===== src/rtl/adc_spi_reader_pkg.sv =====
// Shared types and frame geometry for the ADC SPI reader.
package adc_spi_reader_pkg;

   typedef enum logic [1:0] {
      ST_IDLE,
      ST_SETUP,
      ST_SHIFT,
      ST_QUIET
   } state_t;

   localparam int unsigned FRAME_BITS = 16;
   localparam int unsigned LEAD_BITS  = 4;
   localparam int unsigned DATA_W     = 12;

endpackage


===== src/rtl/adc_spi_reader_sclk.sv =====
// SCLK generator: CLK_DIV clk cycles per half-period, idles high while disabled.
module adc_sclk_gen #(
   parameter int unsigned CLK_DIV = 4
) (
   input  logic clk,
   input  logic rst,
   input  logic en,
   output logic sclk,
   output logic rise,
   output logic fall
);

   logic [7:0] half_cnt;
   logic       half_done;

   // Strobes flag the clk edge at which the registered sclk will change.
   assign half_done = en && (half_cnt == 8'(CLK_DIV - 1));
   assign rise      = half_done && !sclk;
   assign fall      = half_done && sclk;

   always_ff @(posedge clk or posedge rst) begin
      if (rst) begin
         half_cnt <= '0;
         sclk     <= 1'b1;
      end else if (!en) begin
         half_cnt <= '0;
         sclk     <= 1'b1;
      end else if (half_done) begin
         half_cnt <= '0;
         sclk     <= ~sclk;
      end else begin
         half_cnt <= half_cnt + 8'd1;
      end
   end

endmodule


===== src/rtl/adc_spi_reader.sv =====
// Reads one 16-bit frame (4 lead bits + 12 data bits) from a serial ADC per start tick.
module adc_spi_reader
   import adc_spi_reader_pkg::*;
#(
   parameter int unsigned CLK_DIV = 4,
   parameter int unsigned QUIET   = 4
) (
   input  logic              clk,
   input  logic              rst,
   input  logic              start,
   input  logic              sdata,
   output logic              cs_n,
   output logic              sclk,
   output logic [DATA_W-1:0] sample,
   output logic              sample_valid,
   output logic              frame_err,
   output logic              busy,
   output logic              overrun
);

   state_t                state;
   logic [4:0]            bit_cnt;
   logic [7:0]            quiet_cnt;
   logic [FRAME_BITS-1:0] shift;
   logic                  sclk_en;
   logic                  sclk_rise;
   logic                  sclk_fall;

   assign sclk_en = (state == ST_SETUP) || (state == ST_SHIFT);

   adc_sclk_gen #(
      .CLK_DIV(CLK_DIV)
   ) u_sclk_gen (
      .clk (clk),
      .rst (rst),
      .en  (sclk_en),
      .sclk(sclk),
      .rise(sclk_rise),
      .fall(sclk_fall)
   );

   always_ff @(posedge clk or posedge rst) begin
      if (rst) begin
         state        <= ST_IDLE;
         bit_cnt      <= '0;
         quiet_cnt    <= '0;
         shift        <= '0;
         cs_n         <= 1'b1;
         sample       <= '0;
         sample_valid <= 1'b0;
         frame_err    <= 1'b0;
         busy         <= 1'b0;
         overrun      <= 1'b0;
      end else begin
         sample_valid <= 1'b0;
         overrun      <= start && (state != ST_IDLE);
         case (state)
            ST_IDLE: begin
               if (start) begin
                  state   <= ST_SETUP;
                  cs_n    <= 1'b0;
                  busy    <= 1'b1;
                  bit_cnt <= '0;
               end
            end
            ST_SETUP: begin
               if (sclk_fall) state <= ST_SHIFT;
            end
            ST_SHIFT: begin
               // Complete frame is committed one cycle after the last rising sclk.
               if (bit_cnt == 5'(FRAME_BITS)) begin
                  state        <= ST_QUIET;
                  cs_n         <= 1'b1;
                  quiet_cnt    <= '0;
                  sample_valid <= 1'b1;
                  sample       <= shift[DATA_W-1:0];
                  frame_err    <= |shift[FRAME_BITS-1 -: LEAD_BITS];
               end else if (sclk_rise) begin
                  shift   <= {shift[FRAME_BITS-2:0], sdata};
                  bit_cnt <= bit_cnt + 5'd1;
               end
            end
            ST_QUIET: begin
               if (quiet_cnt == 8'(QUIET - 1)) begin
                  state <= ST_IDLE;
                  busy  <= 1'b0;
               end else begin
                  quiet_cnt <= quiet_cnt + 8'd1;
               end
            end
            default: state <= ST_IDLE;
         endcase
      end
   end

endmodule


===== config.mk =====
export PLATFORM = sky130hd
export DESIGN_NAME = adc_spi_reader
export DESIGN_NICKNAME = d
export VERILOG_FILES = /design/src/rtl/adc_spi_reader_pkg.sv /design/src/rtl/adc_spi_reader_sclk.sv /design/src/rtl/adc_spi_reader.sv
export SDC_FILE = /design/constraint.sdc
export NUM_CORES = 1
export LEC_CHECK = 0
export CORE_MARGIN = 8
export CORE_UTILIZATION = 55
export CTS_CLUSTER_DIAMETER = 30
export DETAILED_ROUTE_END_ITERATION = 12
export PLACE_DENSITY = 0.73
export SETUP_SLACK_MARGIN = 0.02
export SLEW_MARGIN = 20
export SYNTH_ARGS = -nofsm -noshare
export SYNTH_HDL_FRONTEND = slang
export SYNTH_SLANG_ARGS = --single-unit

===== constraint.sdc =====
create_clock -name clk -period 5.8 [get_ports clk]
set_input_delay 1.16 -clock clk [delete_from_list [all_inputs] [get_ports clk]]
set_output_delay 1.16 -clock clk [all_outputs]
set_load 0.05 [all_outputs]

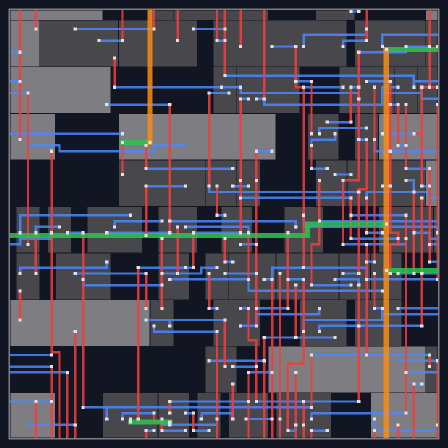
Figure 1: run 1, zoomed window.
Region (30, 30) to (55, 55) microns. Cells in gray, sequential cells in the stronger gray; small squares are vias.
| layer | color |
|---|---|
| M1 | blue |
| M4 | orange |
| M2 | red |
| M3 | green |
netlist names of flops here include: quiet_cnt (3), shift (1)
cells with their middle in the window: 45
sequential cells in the window: 4
most frequent: nand2_1 (6), a22o_1 (4), dfrtp_1 (4)

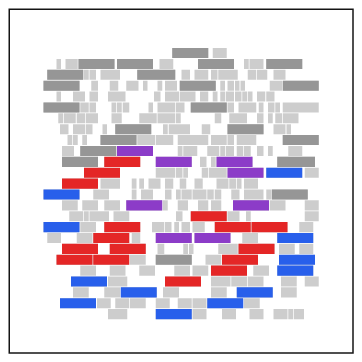
Figure 2: run 1, where the registers sit.
Drawn at 4 px/micron.
| name in the netlist | color | flops |
|---|---|---|
| sample | blue | 12 |
| shift | red | 16 |
| quiet_cnt | purple | 8 |
not colored: 21

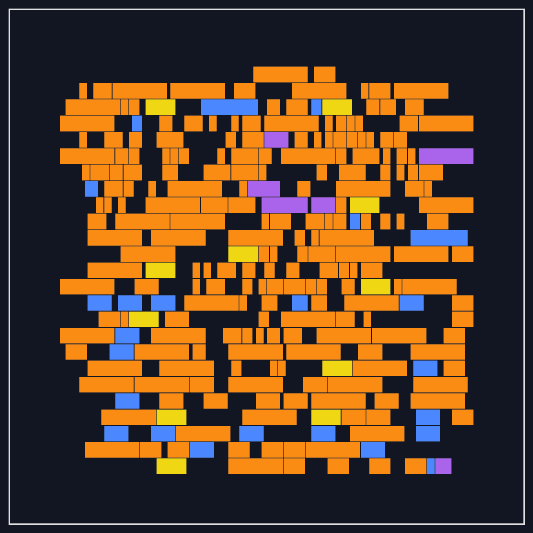
Figure 3: run 1, sizing map.
Drawn at 6 px/micron.
| size | color | cells |
|---|---|---|
| x1 and smaller | orange | 214 |
| x2 | blue | 24 |
| x3 and x4 | purple | 6 |
| x6 and larger | yellow | 11 |

## run 1: report_power, final
group / leakage, nW / internal (mW) / switching [mW] / total, mW
combinational: 0.627 / 0.00405 / 0.00997 / 0.0140
sequential: 0.750 / 0.400 / 0.00140 / 0.401
clock: 0.0932 / 0.176 / 0.145 / 0.321
## run 1: sequential cells by signal (all words and copies together), names as in the netlist
name                 flops
overrun                  1
bit_cnt                  5
shift                   16
u_sclk_gen.sclk          1
sample                  12
u_sclk_gen.half_cnt      8
frame_err                1
state                    2
quiet_cnt                8
sample_valid             1
busy                     1
cs_n                     1
## run 1: layer usage
metal	track usage, %	up-vias
li1	-	841
met1	17.3	852
met2	21.2	33
met3	4.30	12
met4	8.60	0
met5	0	-
==> Table 3: Implementation characteristics, run 1 <==
Physical design parameters

Parameter                              Value

Final timing
  Transition at the pin with the smallest max-transition slack    0.698 ns
  Period utilisation layout    49.0%

Routing
  Vias per Instance    5.62
  First-pass DRT Iterations    4
  Routed wire length per instance    14.8 microns
  Routed length on met1    2170 microns
  Met2 wire len    2090 microns
  Wire length on met3    216 microns
  Max Used Layer    met4

Outcome
  Run status    completed

Finish
  Final design instance area without fill    3070 sq um
  Commonest non-fill, non-tap cell in the layout    sky130_fd_sc_hd__dfrtp_1
  Buffers outside the clock class    22
  NumNets Final    263
  Layout cell share with drive strength beyond 1    16.1%
  Final std cells w/o fill    309
  Filler cell count    370

Global route
  First-pass GRT wire length    8120 microns
  Maximum number of pins on one net before global-route repair    58
  Total track usage    14.1%

Synth
  Dominant synthesized flop cell    sky130_fd_sc_hd__dfrtp_1
  Cell area after synthesis    2660 sq um
  Sequential share of the synthesized area    53.7%
  Average footprint of a synthesized cell    11.9 sq um
  Dominant cell area share    51.7%
  Floorplan Nets    236

Clock tree
  Post CTS Setup Buffer Count    0
  Number of clock buffers inserted by TritonCTS    9
  Sinks on the clock net    57
  Clk ins delay skew pair    0.33 ns
  Clock Pin Slew Worst Setup and Hold Paths    0.06 ns

Die
  Overall die width    85.6 microns
  Standard-cell row count    25
  Core Region    4690 sq um
  Number of tap instances    54

Critical path
  Maximum fanout along the worst path    3
  Minimum setup slack among reg-to-reg paths    3.22 ns
  Worst setup path category    reg -> out
  Sort of element at the end of the critical path    output port
  Launching element type of the critical path    flip-flop
  Path depth of the worst reg2reg path    6

Job
  OpenROAD warnings    31

Power and ir drop
  Static Leak    1.47 nW

Place
  DPL Wire Length    3110 microns

Worst hold path
  Worst min-delay path class    reg -> reg
  Sink of the worst hold path    u_sclk_gen.half_cnt[0]
--- run 2 (diff from run 1) ---
Clock period 5.8 ns to 2.7 ns, I/O delays scaled along.
==> Table 3: Implementation characteristics, run 2 <==
Physical design parameters

Parameter                              Value

Synth
  Dominant cell area share    51.7% (unchanged)
  Sequential share of the synthesized area    53.7% (unchanged)
  Floorplan Nets    236 (unchanged)
  Yosys simple share    14.9%
  Dominant synthesized flop cell    sky130_fd_sc_hd__dfrtp_1
  Cell area after synthesis    2660 sq um (unchanged)

Critical path
  Launching element type of the critical path    flip-flop
  Sort of element at the end of the critical path    flip-flop
  Minimum setup slack among reg-to-reg paths    0.37 ns (-2.85 ns)
  Maximum fanout along the worst path    19 (+16)
  Required @ worst endpoint    2.92 ns
  Path depth of the worst reg2reg path    7 (+1)
  Worst setup path category    reg -> reg

Routing
  Vias per Instance    5.49 (-2.4%)
  Met2 wire len    2080 microns (-0.24%)
  Routed wire length per instance    14.6 microns (-1.4%)
  Wire length on met3    195 microns (-9.7%)
  Max Used Layer    met4
  Routed length on met1    2130 microns (-2.0%)
  First-pass DRT Iterations    4 (unchanged)

Global route
  Maximum number of pins on one net before global-route repair    58 (unchanged)
  Routing usage on met3    3.82% (-0.48 points)
  Met2 track utilization from global routing    22.0% (+0.78 points)
  First-pass GRT wire length    8150 microns (+0.33%)
  Global-route layer with the greatest usage    met2

Place
  DPL Wire Length    3060 microns (-1.6%)

Final timing
  Period utilisation layout    86.3%
  Transition at the pin with the smallest max-transition slack    0.650 ns (-0.0476 ns)

Finish
  Filler cell count    361 (-2.4%)
  Final design instance area without fill    3110 sq um (+1.2%)
  Biggest regs    shift (16), sample (12)
  NumNets Final    265 (+0.76%)
  Final std cells w/o fill    309 (unchanged)
  Buffers outside the clock class    24 (+9.1%)
  Register ranked first by flip-flop count    shift

Die
  Core Region    4690 sq um (unchanged)
  Overall die width    85.6 microns (unchanged)
  Number of tap instances    54 (unchanged)
  Standard-cell row count    25 (unchanged)

Worst hold path
  Worst min-delay path class    reg -> reg
  Sink of the worst hold path    u_sclk_gen.half_cnt[0]

Job
  OpenROAD warnings    31 (unchanged)

Outcome
  Run status    completed

Clock tree
  Post CTS Setup Buffer Count    0 (unchanged)
  Clk ins delay skew pair    0.33 ns (about the same)
  Number of clock buffers inserted by TritonCTS    9 (unchanged)

Power and ir drop
  Static Leak    1.49 nW (+1.2%)
[run 2: cell count changes in the layout (fill, tap and decap cells not counted), sizes merged]
| cell | delta |
|---|---|
| buf | +2 |
| bufinv | +1 |
| clkbuf | -3 |
[run 2: report_power, final]
group          internal, mW  switching [mW]  leakage [nW]
Clock                 0.435           0.314        0.0978
Combinational        0.0108          0.0214         0.640
Sequential            0.859         0.00293         0.750
[run 2: worst max path at each step]
| stage | from | cells after the start | endpoint |
|---|---|---|---|
| floorplan | bit_cnt[0] | 8 | bit_cnt[2] |
| global placement | bit_cnt[0] | 7 | bit_cnt[4] |
| detailed placement | bit_cnt[0] | 7 | bit_cnt[4] |
| CTS | bit_cnt[0] | 7 | bit_cnt[4] |
| global route | bit_cnt[0] | 7 | bit_cnt[4] |
| finish | bit_cnt[0] | 7 | bit_cnt[4] |
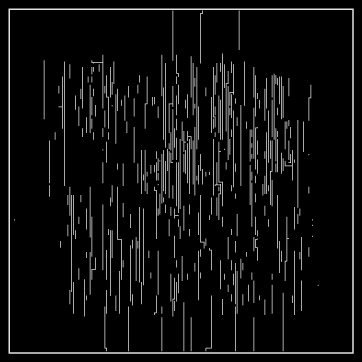
Figure 4: run 2, metal 2.
Drawn at 4 px/micron.
nets with wire on the layer: 223
main direction: vertical

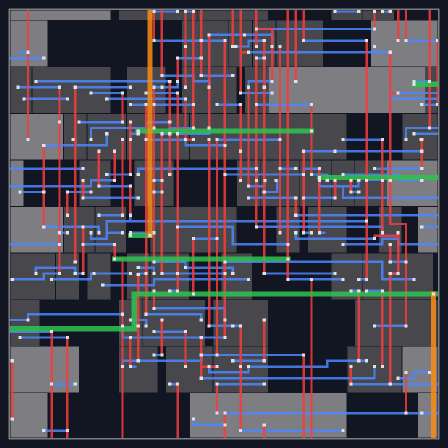
Figure 5: run 2, zoomed window.
Region (30, 30) to (55, 55) microns. Cells in gray, sequential cells in the stronger gray; small squares are vias.
| layer | color |
|---|---|
| M4 | orange |
| M3 | green |
| M2 | red |
| M1 | blue |
sequential cells in the window: 2
most frequent: nand2_1 (6)
cells with their middle in the window: 45
netlist names of flops here include: bit_cnt (1), overrun (1)

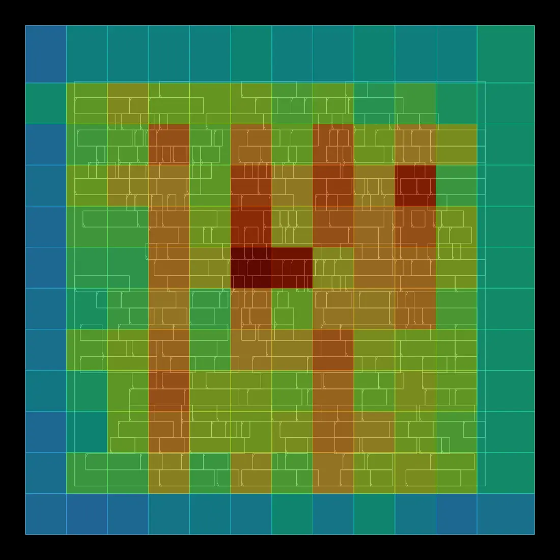
Figure 6: run 2, track usage over the die.
met1 GRT Util: 16.9%
Final Core Density: 66.3%

Power and IR drop assume default switching activity.
